## config.mk

```make
export PLATFORM = sky130hd
export DESIGN_NAME = dct_t2
export DESIGN_NICKNAME = d
export VERILOG_FILES = /design/src/rtl/dct_t2.sv
export SDC_FILE = /design/constraint.sdc
export NUM_CORES = 2
export LEC_CHECK = 0
export CELL_PAD_IN_SITES_DETAIL_PLACEMENT = 0
export CELL_PAD_IN_SITES_GLOBAL_PLACEMENT = 1
export CORE_AREA = 2 2 343 209
export DETAILED_ROUTE_END_ITERATION = 10
export DIE_AREA = 0 0 345 211
export GPL_TIMING_DRIVEN = 0
export PLACE_DENSITY_LB_ADDON = 0.1
export SLEW_MARGIN = 40
export SYNTH_ARGS = -nofsm -noshare
export SYNTH_HDL_FRONTEND = slang
export SYNTH_SLANG_ARGS = --single-unit
```

## constraint.sdc

```tcl
create_clock -name clk -period 15.3 [get_ports clk]
set_input_delay 3.06 -clock clk [delete_from_list [all_inputs] [get_ports clk]]
set_output_delay 3.06 -clock clk [all_outputs]
set_load 0.02 [all_outputs]
```

## src/rtl/dct_t2.sv

```systemverilog
// dct_t2: 4-point orthonormal DCT-II, four signed 16-bit samples in, four coefficients out.
// Latency: 2 clocks (butterfly register, then multiply/round register); throughput 1 vector/clock.
// Backpressure: none; free-running, a new vector is accepted on every rising edge.
// Optional: define DCT_SATURATE_EN to clamp results to 16-bit range instead of wrapping.
module dct_t2 (
  input  logic        clk,
  input  logic        reset,
  input  logic [15:0] sample0,
  input  logic [15:0] sample1,
  input  logic [15:0] sample2,
  input  logic [15:0] sample3,
  output logic [15:0] out_sample0,
  output logic [15:0] out_sample1,
  output logic [15:0] out_sample2,
  output logic [15:0] out_sample3
);

  // Q15 cosine constants
  localparam logic signed [35:0] COEF_A = 36'sd21407;  // 0.6532815
  localparam logic signed [35:0] COEF_B = 36'sd8867;   // 0.2705981
  localparam logic signed [35:0] COEF_H = 36'sd16384;  // 0.5
  localparam logic signed [35:0] RND    = 36'sd16384;  // half LSB after >>15

  logic signed [15:0] x0, x1, x2, x3;
  logic signed [16:0] s03, d03, s12, d12;
  logic signed [35:0] e_s03, e_d03, e_s12, e_d12;
  logic signed [35:0] acc0, acc1, acc2, acc3;

  assign x0 = sample0;
  assign x1 = sample1;
  assign x2 = sample2;
  assign x3 = sample3;

`ifdef DCT_SATURATE_EN
  // Round (half toward +inf) and clamp into the signed 16-bit range.
  function automatic logic [15:0] fin16(input logic signed [35:0] acc);
    logic signed [35:0] r;
    r = (acc + RND) >>> 15;
    if (r > 36'sd32767)
      fin16 = 16'h7FFF;
    else if (r < -36'sd32768)
      fin16 = 16'h8000;
    else
      fin16 = 16'(r);
  endfunction
`else
  // Round (half toward +inf) and keep the low 16 bits (two's complement wrap).
  function automatic logic [15:0] fin16(input logic signed [35:0] acc);
    fin16 = 16'((acc + RND) >>> 15);
  endfunction
`endif

  // Stage 1: 17-bit butterflies, full precision so no overflow is possible.
  always_ff @(posedge clk) begin
    if (reset) begin
      s03 <= '0;
      d03 <= '0;
      s12 <= '0;
      d12 <= '0;
    end else begin
      s03 <= 17'(x0) + 17'(x3);
      d03 <= 17'(x0) - 17'(x3);
      s12 <= 17'(x1) + 17'(x2);
      d12 <= 17'(x1) - 17'(x2);
    end
  end

  // Sign-extend butterflies to the 36-bit accumulator width.
  assign e_s03 = 36'(s03);
  assign e_d03 = 36'(d03);
  assign e_s12 = 36'(s12);
  assign e_d12 = 36'(d12);

  // Full-precision products; worst case magnitude fits in 34 bits signed.
  always_comb begin
    acc0 = (e_s03 + e_s12) * COEF_H;
    acc1 = (e_d03 * COEF_A) + (e_d12 * COEF_B);
    acc2 = (e_s03 - e_s12) * COEF_H;
    acc3 = (e_d03 * COEF_B) - (e_d12 * COEF_A);
  end

  // Stage 2: round, range-limit and register the coefficients.
  always_ff @(posedge clk) begin
    if (reset) begin
      out_sample0 <= '0;
      out_sample1 <= '0;
      out_sample2 <= '0;
      out_sample3 <= '0;
    end else begin
      out_sample0 <= fin16(acc0);
      out_sample1 <= fin16(acc1);
      out_sample2 <= fin16(acc2);
      out_sample3 <= fin16(acc3);
    end
  end

endmodule

```

### The clock network

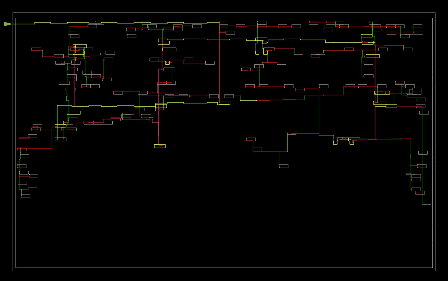
clock buffers: 18
Flops: 130
clock skew: 0.0246 ns
CTS sink cnt: 130

### Cells by drive strength

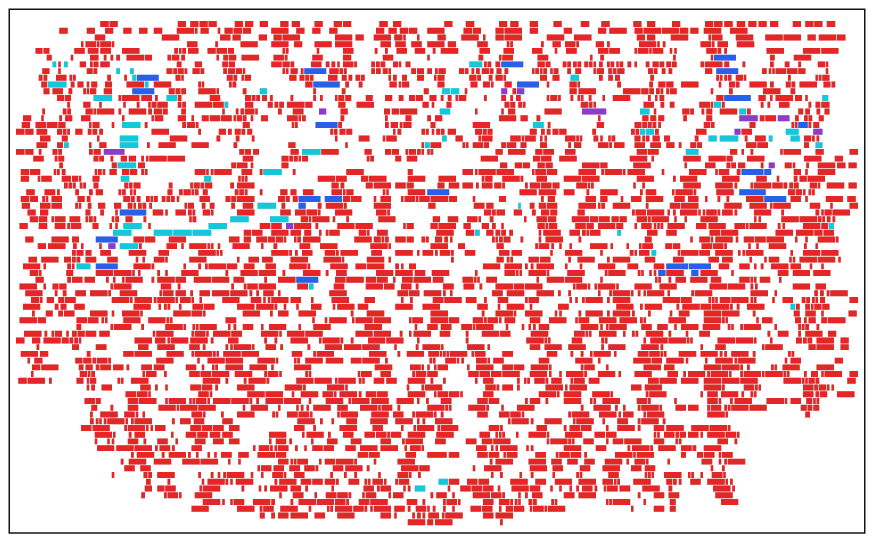
cyan -> _2 cells  # cells 61, share 2.0%
blue -> _6 and larger  # cells 27, share 0.88%
purple -> _3 and _4 cells  # cells 12, share 0.39%
red -> _0 and _1 cells  # cells 2964, share 97%
Final WS setup: 6.78 ns
cell area after layout: 30900 sq um

==> results.tsv <==
metric	value	unit
Final period util	55.7	%
fin nets	4135	
yosys aoi share	7.40	%
ys flops	130	
clk tree area frac	2.05	%
routing usage on met2	28.7	%
post-DR vias/cell	4.88	
startpoint types	flip-flop	
GRT Util Overall	23.7	%
Post-DRT Antenna Nets	0	
Synth mux share	0.438	%
Avg Inst Size Synth	9.55	sq um
CTS H-tree lvls	4	
TritonCTS clock tree	done	
Simple Share, Synth	7.31	%
worst path bufs/invs	6	
Max-Cap Viols	0	
Final min period	8.52	ns
number of synthesized flops with an enable pin	0	
endpoint arrival time on the critical path	8.84	ns
DRT Pass-1 Iters	5	
CP Capture Type	flip-flop	
non-clk buf share	4.77	%
Max-slew headroom	38.8	%
CTS resizes	0	
Inst Count DP	3956	
f_max	117	MHz
crit path from	d12[16]$_SDFF_PP0_	
ANT cells	1	
area delta synth->final	11.4	%
vias in the first global route	20400	
wire length on met3	7.69	mm
Syn Inst Count	2902	
final max-slew violation count	0	
Finished Layout Cells	3989	
Largest cells by area	fa_1, ha_1, inv_1	
Gate Area	21900	sq um
Top Layer Used	met4	
DR WL met2	28.3	mm
wire length per cell	20.6	um
crit path kind	flip-flop to flip-flop	
Worst Hold Path EP	out_sample0[0]$_SDFF_PP0_	
pin count of the biggest net entering global routing	31	
asr flop ratio synth	0	%
Initial Util	39.9	%
Inverters	829	
CP max-delay cell	dfxtp_2	
Clk pin slew, worst setup/hold paths	0.07	ns
Latency at later pin	0.49	ns
dominant kind of combinational cell	adder cells	
Comb area share	70.8	%
worst path cell trace	clkbuf_1 > inv_2 > ha_1 > inv_1 > fa_1 > fa_1 > fa_1 > fa_1 > inv_1 > fa_1 > fa_1 > inv_1 > fa_1 > inv_1 > ha_1 > a21oi_1 > o21ai_0 > a221o_1 > a31oi_1 > o311ai_2 > o31ai_1 > xnor2_1 > nor2_1	
Top class by area	combinational gates	
Levels on crit path	23	
cell type with the largest total area after synthesis	fa_1	
1st-iter DRT viols	1173	
M1 WL	45.4	mm
total CTS buffers	17	
hold_ws	0.886	ns
Die Ht	211	um
ys flop type	dfxtp_1	
Unique cell types	88	
Synth top cell by count	inv_1	
Min-Delay Path Class	flip-flop to flip-flop	
Synth Warn #	0	
Top Ports	130	
GRT met3 Usage	7.91	%
die area	72800	sq um
initial antenna violation count	5	
Synth top cells by count	inv_1, ha_1, fa_1, nor2_1, dfxtp_1	
Clock Tree Root	clkbuf_16	
combinational gates	1905	
most frequent logic cell in the layout	inv_1	
Max FO, Critical Path	25	
status	finished clean	
tool warning count	113	
Worst path top cell family by delay	adder cells	
Flop area	2630	sq um
Clock Path Buffers	2	
PortBufs	128	
Hold Path Stages	3	
fillers	6918	
Die X	345	um
synthesized area	27700	sq um
FF-to-FF Start	d12[16]$_SDFF_PP0_	
buffer count from post-CTS setup fixing	0	
global-route wire length before repair	128	mm
Post-route DRC	0	
DPL Wire Length	71.3	mm
final hold violation count	0	
reg2reg end	out_sample3[15]$_SDFF_PP0_	
required time of the critical path	15.62	ns
register share after synthesis	9.39	%
### Signal wires on met1

Supply wires on this layer in grey. Cells faint in the background.
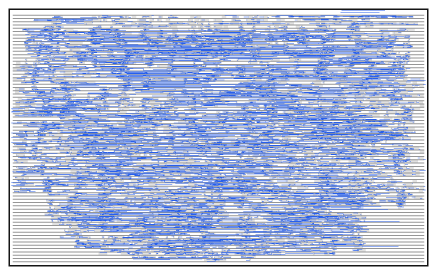
main direction = horizontal
longest straight run = 104 um
share of all routed wire = 55%
wire length on this layer = 45.4 mm
nets with wire on the layer = 3884
final wirelength: 82.0 mm
vias after detailed routing: 19500
GRT met1 Usage: 39.5%

### Cells coloured by class

Bar = 100 um.
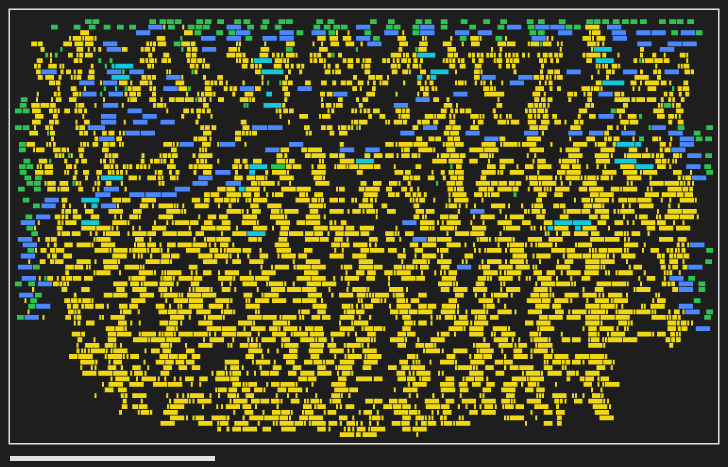
cyan -> clock drivers and dummy loads  # cells 32, share of their area 2.1%
blue -> sequential cells  # cells 130, share of their area 8.9%
yellow -> combinational and other logic  # cells 2734, share of their area 84%
green -> remaining buffers and delay cells  # cells 168, share of their area 5.0%
Cell Rows: 75
core area: 69400 sq um
sequential share of cell area: 8.52%
Util after Layout: 44.5%

worst max-delay path by stage:
stage                                            end  slack, ns
after CTS                 out_sample3[15]$_SDFF_PP0_       6.70
after global placement    out_sample1[15]$_SDFF_PP0_       5.99
final                     out_sample3[15]$_SDFF_PP0_       6.78
after detailed placement  out_sample3[15]$_SDFF_PP0_       6.74
after global routing      out_sample3[15]$_SDFF_PP0_       6.19
after floorplan           out_sample1[15]$_SDFF_PP0_       7.86
stage by stage:
step                cell area [sq um]  utilization [%]
floorplan                       27700                -
global placement                30200             43.4
detailed placement              30200             43.5
CTS                             30900             44.4
global route                    30900             44.5
finish                          30900             44.5
